m2.png
Scale: 4 px per um. Cells faint in the background.
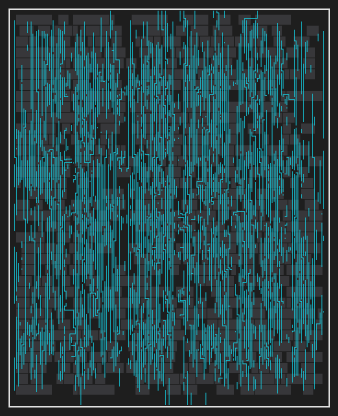
clock_wires.png
Scale: 4 px per um.
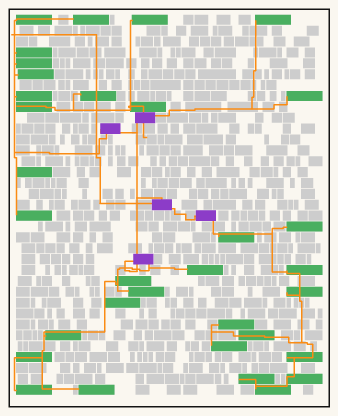
port_trees.png
Scale: 4 px per um.
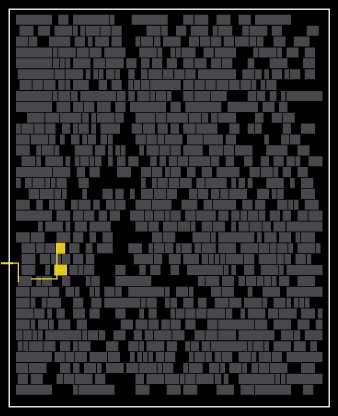
clock_nets.png
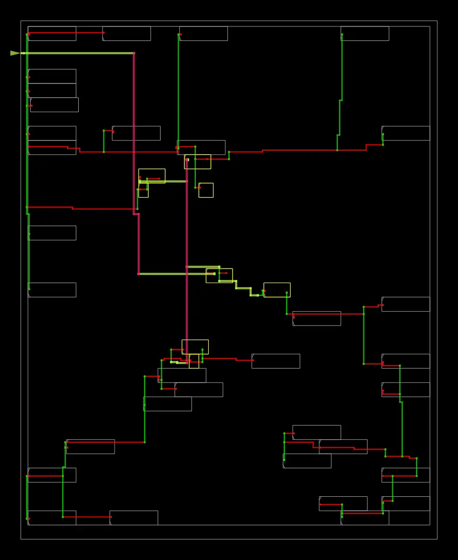
### src/rtl/hazard_scoreboard_if.sv
// Issue/retire/read-port bundle between the ID/WB pipeline control and the
// pending-write scoreboard.
interface hazard_scoreboard_if #(
  parameter int NumRegs = 15
);
  logic [3:0]         src1;
  logic [3:0]         src2;
  logic               useSrc1;
  logic               useSrc2;
  logic               readsFlags;
  logic               issueValid;
  logic [3:0]         issueDest;
  logic               issueWbEn;
  logic               issueSetsFlags;
  logic               retireEn;
  logic [3:0]         retireDest;
  logic               flagsUpdate;
  logic               stall;
  logic [NumRegs-1:0] pendingMask;
  logic               flagsPending;
  logic               err;

  modport master (
    output src1, src2, useSrc1, useSrc2, readsFlags,
    output issueValid, issueDest, issueWbEn, issueSetsFlags,
    output retireEn, retireDest, flagsUpdate,
    input  stall, pendingMask, flagsPending, err
  );

  modport slave (
    input  src1, src2, useSrc1, useSrc2, readsFlags,
    input  issueValid, issueDest, issueWbEn, issueSetsFlags,
    input  retireEn, retireDest, flagsUpdate,
    output stall, pendingMask, flagsPending, err
  );
endinterface

### src/rtl/hazard_scoreboard.sv
// Pending-write scoreboard: per-register and flag in-flight write counters
// with a combinational RAW stall that bypasses same-cycle retires.
module hazard_scoreboard #(
  parameter int NumRegs  = 15,
  parameter int CntWidth = 2
) (
  input logic           clk,
  input logic           rst,
  hazard_scoreboard_if.slave sb
);
  localparam logic [CntWidth-1:0] CntMax = '1;
  localparam logic [CntWidth-1:0] CntOne = CntWidth'(1);

  logic [CntWidth-1:0] cnt     [NumRegs];
  logic [CntWidth-1:0] cnt_nxt [NumRegs];
  logic [CntWidth-1:0] flag_cnt;
  logic [CntWidth-1:0] flag_cnt_nxt;
  logic                err_q;
  logic                err_nxt;
  logic [NumRegs-1:0]  inc;
  logic [NumRegs-1:0]  dec;
  logic [15:0]         pend_eff;
  logic                flag_pend_eff;
  logic                stall;
  logic                iss;

  // Returns {error, next}; the counter holds on overflow/underflow.
  function automatic logic [CntWidth:0] sat_step(
    input logic [CntWidth-1:0] c,
    input logic                up,
    input logic                down
  );
    logic [CntWidth:0] r;
    r = {1'b0, c};
    if (up && !down) begin
      if (c == CntMax) r[CntWidth] = 1'b1;
      else             r = {1'b0, c + CntOne};
    end else if (down && !up) begin
      if (c == '0) r[CntWidth] = 1'b1;
      else         r = {1'b0, c - CntOne};
    end
    return r;
  endfunction

  // Index 15 (PC) has no counter, so its pend_eff bit stays 0.
  always_comb begin
    dec      = '0;
    pend_eff = '0;
    for (int i = 0; i < NumRegs; i++) begin
      dec[i]      = sb.retireEn && (sb.retireDest == 4'(i));
      pend_eff[i] = (cnt[i] != '0) && !(dec[i] && (cnt[i] == CntOne));
    end
  end

  assign flag_pend_eff = (flag_cnt != '0) && !(sb.flagsUpdate && (flag_cnt == CntOne));

  assign stall = (sb.useSrc1 && pend_eff[sb.src1]) ||
                 (sb.useSrc2 && pend_eff[sb.src2]) ||
                 (sb.readsFlags && flag_pend_eff);

  assign iss = sb.issueValid && !stall;

  always_comb begin
    logic [CntWidth:0] step;
    inc     = '0;
    err_nxt = err_q;
    for (int i = 0; i < NumRegs; i++) begin
      inc[i]     = iss && sb.issueWbEn && (sb.issueDest == 4'(i));
      step       = sat_step(cnt[i], inc[i], dec[i]);
      cnt_nxt[i] = step[CntWidth-1:0];
      err_nxt    = err_nxt | step[CntWidth];
    end
    step         = sat_step(flag_cnt, iss && sb.issueSetsFlags, sb.flagsUpdate);
    flag_cnt_nxt = step[CntWidth-1:0];
    err_nxt      = err_nxt | step[CntWidth];
  end

  always_ff @(posedge clk or negedge rst) begin
    if (!rst) begin
      for (int i = 0; i < NumRegs; i++) cnt[i] <= '0;
      flag_cnt <= '0;
      err_q    <= 1'b0;
    end else begin
      for (int i = 0; i < NumRegs; i++) cnt[i] <= cnt_nxt[i];
      flag_cnt <= flag_cnt_nxt;
      err_q    <= err_nxt;
    end
  end

  always_comb begin
    sb.pendingMask = '0;
    for (int i = 0; i < NumRegs; i++) sb.pendingMask[i] = (cnt[i] != '0);
  end

  assign sb.flagsPending = (flag_cnt != '0);
  assign sb.err          = err_q;
  assign sb.stall        = stall;
endmodule
### src/flat_wrapper.sv
// flat-port wrapper written by rule: the top's interface ports become plain ports
module hazard_scoreboard_flat 
#(
  parameter int NumRegs  = 15,
  parameter int CntWidth = 2
)
  (clk, rst, sb_src1, sb_src2, sb_useSrc1, sb_useSrc2, sb_readsFlags, sb_issueValid, sb_issueDest, sb_issueWbEn, sb_issueSetsFlags, sb_retireEn, sb_retireDest, sb_flagsUpdate, sb_stall, sb_pendingMask, sb_flagsPending, sb_err);
  hazard_scoreboard_if #(.NumRegs(NumRegs)) sb_i ();
  input logic clk;
  input logic rst;
  input wire logic [$bits(sb_i.src1)-1:0] sb_src1;
  input wire logic [$bits(sb_i.src2)-1:0] sb_src2;
  input wire logic [$bits(sb_i.useSrc1)-1:0] sb_useSrc1;
  input wire logic [$bits(sb_i.useSrc2)-1:0] sb_useSrc2;
  input wire logic [$bits(sb_i.readsFlags)-1:0] sb_readsFlags;
  input wire logic [$bits(sb_i.issueValid)-1:0] sb_issueValid;
  input wire logic [$bits(sb_i.issueDest)-1:0] sb_issueDest;
  input wire logic [$bits(sb_i.issueWbEn)-1:0] sb_issueWbEn;
  input wire logic [$bits(sb_i.issueSetsFlags)-1:0] sb_issueSetsFlags;
  input wire logic [$bits(sb_i.retireEn)-1:0] sb_retireEn;
  input wire logic [$bits(sb_i.retireDest)-1:0] sb_retireDest;
  input wire logic [$bits(sb_i.flagsUpdate)-1:0] sb_flagsUpdate;
  output wire logic [$bits(sb_i.stall)-1:0] sb_stall;
  output wire logic [$bits(sb_i.pendingMask)-1:0] sb_pendingMask;
  output wire logic [$bits(sb_i.flagsPending)-1:0] sb_flagsPending;
  output wire logic [$bits(sb_i.err)-1:0] sb_err;
  assign sb_i.src1 = sb_src1;
  assign sb_i.src2 = sb_src2;
  assign sb_i.useSrc1 = sb_useSrc1;
  assign sb_i.useSrc2 = sb_useSrc2;
  assign sb_i.readsFlags = sb_readsFlags;
  assign sb_i.issueValid = sb_issueValid;
  assign sb_i.issueDest = sb_issueDest;
  assign sb_i.issueWbEn = sb_issueWbEn;
  assign sb_i.issueSetsFlags = sb_issueSetsFlags;
  assign sb_i.retireEn = sb_retireEn;
  assign sb_i.retireDest = sb_retireDest;
  assign sb_i.flagsUpdate = sb_flagsUpdate;
  assign sb_stall = sb_i.stall;
  assign sb_pendingMask = sb_i.pendingMask;
  assign sb_flagsPending = sb_i.flagsPending;
  assign sb_err = sb_i.err;
  hazard_scoreboard #(.NumRegs(NumRegs), .CntWidth(CntWidth)) u_core (.clk(clk), .rst(rst), .sb(sb_i));
endmodule
### config.mk
export PLATFORM = sky130hd
export DESIGN_NAME = hazard_scoreboard_flat
export DESIGN_NICKNAME = d
export VERILOG_FILES = /design/src/rtl/hazard_scoreboard_if.sv /design/src/rtl/hazard_scoreboard.sv /design/src/flat_wrapper.sv
export SDC_FILE = /design/constraint.sdc
export NUM_CORES = 1
export LEC_CHECK = 0
export ABC_AREA = 0
export CAP_MARGIN = 20
export CORE_ASPECT_RATIO = 1.25
export CORE_UTILIZATION = 53
export DETAILED_ROUTE_END_ITERATION = 8
export PLACE_DENSITY = 0.84
export SYNTH_ARGS = -nofsm -noshare
export SYNTH_HDL_FRONTEND = slang
export SYNTH_SLANG_ARGS = --single-unit
### constraint.sdc
create_clock -name clk -period 3.1 [get_ports clk]
set_input_delay 0.62 -clock clk [delete_from_list [all_inputs] [get_ports clk]]
set_output_delay 0.62 -clock clk [all_outputs]
set_load 0.01 [all_outputs]
==> impl_metrics.tcl <==
# collected from the flow reports
set metrics [dict create \
    critical_path_depth 12 \
    post-synth-top-area-fraction_pct 20.7 \
    critical-path-top-cell-by-count "or4_1" \
    dp_hpwl_mm 12.2 \
    drt_first_iter_violations 388 \
    chipHeight_um 99.0 \
    crit_chain "clkbuf_4, and3b_1, and3_4, or4_4, o2111ai_4, nand4_4, buf_6, nand4_1, buf_4, nor3b_2, or4_1, or4_1" \
    mostFrequentLayoutCell "buf_4" \
    synthesis.area_um2 3990 \
    gr-usage-met1_pct 44.4 \
    finalWorstSetupSlack_ns -0.0632 \
    power_top_consumer "combinational cells" \
    clock_latency_ns 0.30 \
    path_clk_slew_ns 0.09 \
    chip_area_um2 7880 \
    die_width_um 79.6 \
    hold_fails_final_rpt 0 \
    reg2reg_setup_slack_ns -0.02 \
    pwr.group.combinational_w 0.00269 \
    globalRouteMet3Util_pct 6.76 \
    static-leakage-power_nw 2.53 \
    pwr-share-comb_pct 70.0 \
    pre_cts_ws_ns -0.902 \
    critical_path.endpoint "u_core.sb.err$_DFF_PN0_" \
    total_switching_power_w 0.00183 \
    slew_headroom_pct 53.7 \
    floorplan.core_area_um2 7310 \
    post-route-drc-count 0 \
    highest_clock_rate_mhz 316 \
    tritoncts "yes" \
    power_density_nw_per_um2 683 \
    cts_num_sinks 33 \
    wirelength_met1_mm 5.96 \
    synth.yosys.num_cells 511 \
    yosys.area.top_type "dfrtp_1" \
    design_area_um2 5630 \
    worst-setup-path-type "in2reg" \
    number_of_global_route_vias_before_repair 4875 \
    grt_usage_pct 40.0 \
    synth_seq_share_pct 20.7 \
    critical_path.top_delay_family "simple AND/OR/NAND/NOR gates" \
    topRoutingLayerUsed "met4" \
    largest_net_degree_at_the_start_of_global_routing 34 \
    area.growth.synth_to_final_pct 41.0 \
    hold_start "u_core.cnt[10]$_DFFE_PN0P_" \
    violations_in_the_final_reports "negative setup slack" \
    worstSetupStartpointType "input port" \
    postCtsSetupBuffers 8 \
    path_buffers 3 \
    worstHoldPathCells 1 \
    cts.htree.levels 2 \
    timing.reg2reg.worst_path_depth 11 \
    worstPathRequired_ns 3.27 \
    period_needed_ns 3.16 \
    setup_viol 1 \
    global_route.overflow_total 0 \
    share_of_async_settable_or_async_resettable_flops_after_synthesis_pct 100 \
    yosys_area_um2 3990 \
    detail-route-antenna-nets 0 \
    final_core_utilization_pct 76.9 \
    yosys_warnings 0 \
    clock_tree.buffer_depth 2 \
    synthFlopType "dfrtp_1" \
    sequentialPowerShare_pct 20.8 \
    tns_ns -0.0632 \
    critPathMaxStageDelay_ns 0.49 \
    hold_path_end "u_core.cnt[10]$_DFFE_PN0P_" \
    regToRegEndpoint "u_core.sb.err$_DFF_PN0_" \
    post_cts.resized_instances 50 \
    synth.ff_latch_count 33 \
    wl_per_cell_um 20.6 \
    worstPathArrival_ns 3.33 \
    synth_cells 511 \
    fp-row-count 35 \
    most-common-layout-cells "buf_4 (121), inv_1 (54), nand2_1 (48)" \
    regToRegStartpoint "u_core.cnt[0]$_DFFE_PN0P_" \
    fp-utilization_pct 54.6 \
    route.vias.total 4857 \
    yosys-top-cells-area "dfrtp_1 (21%), ha_1 (15%), inv_1 (5.1%)" \
    run_status "complete, but fails checks" \
]
## Picture notes: m2.png
main direction: vertical
share of all routed wire: 50%
nets with wire on the layer: 645
longest straight run: 57.9 um
wire length on this layer: 7,810 um
GR Util met2: 71.8%
routed wire length: 15.5 mm

## Picture notes: clock_wires.png
[clock wires] orange | length: 627 um
[flip-flops] green | count: 33
[clock-net drivers] purple | count: 5
flops lie: all over the die
routed clock nets: 6

## Picture notes: port_trees.png
| port | colour | bits | direction | end cells | buffers | wire |
|---|---|---|---|---|---|---|
| sb_issueWbEn | yellow | 1 | input | 3 | 1 | 24.1 um |
input/output buffers: 43
Boundary Pins: 44

## Picture notes: clock_nets.png
clk_skew: 0.0127 ns
power dissipated in the clock network: 0.000356 W
clock buffers created by TritonCTS: 5

## registers in the layout, indices dropped and copies added, names as in the netlist
name,count
u_core.flag_cnt,2
u_core.cnt,30
u_core.sb.err,1
## cells by family after synthesis
logic type	synth area share, %
and+or+nand+nor	23.2
AOI/OAI and AO/OA	27.0
buffers and inverters	7.81
adders and majority gates	15.1
DFF	20.7
xor gates and xnor gates	3.51
muxes	2.76
## stage by stage
stage                     cells  total power, W
after CTS                   752         0.00369
after global placement      736         0.00315
final                       753         0.00384
after floorplan             511         0.00208
after detailed placement    736         0.00326
after global routing        753         0.00406
## layout make-up
cell class	count	area [um2]	area share (%)
flip-flops and latches	33	826	14.7
clock inverters	3	17.5	0.311
inverters	55	214	3.80
repair buffers	164	1330	23.6
multi-input cells	401	3060	54.4
clock buffers	5	68.8	1.22
well taps	92	115	2.05
Power figures rest on the tool's default switching activity, not on a simulated workload.
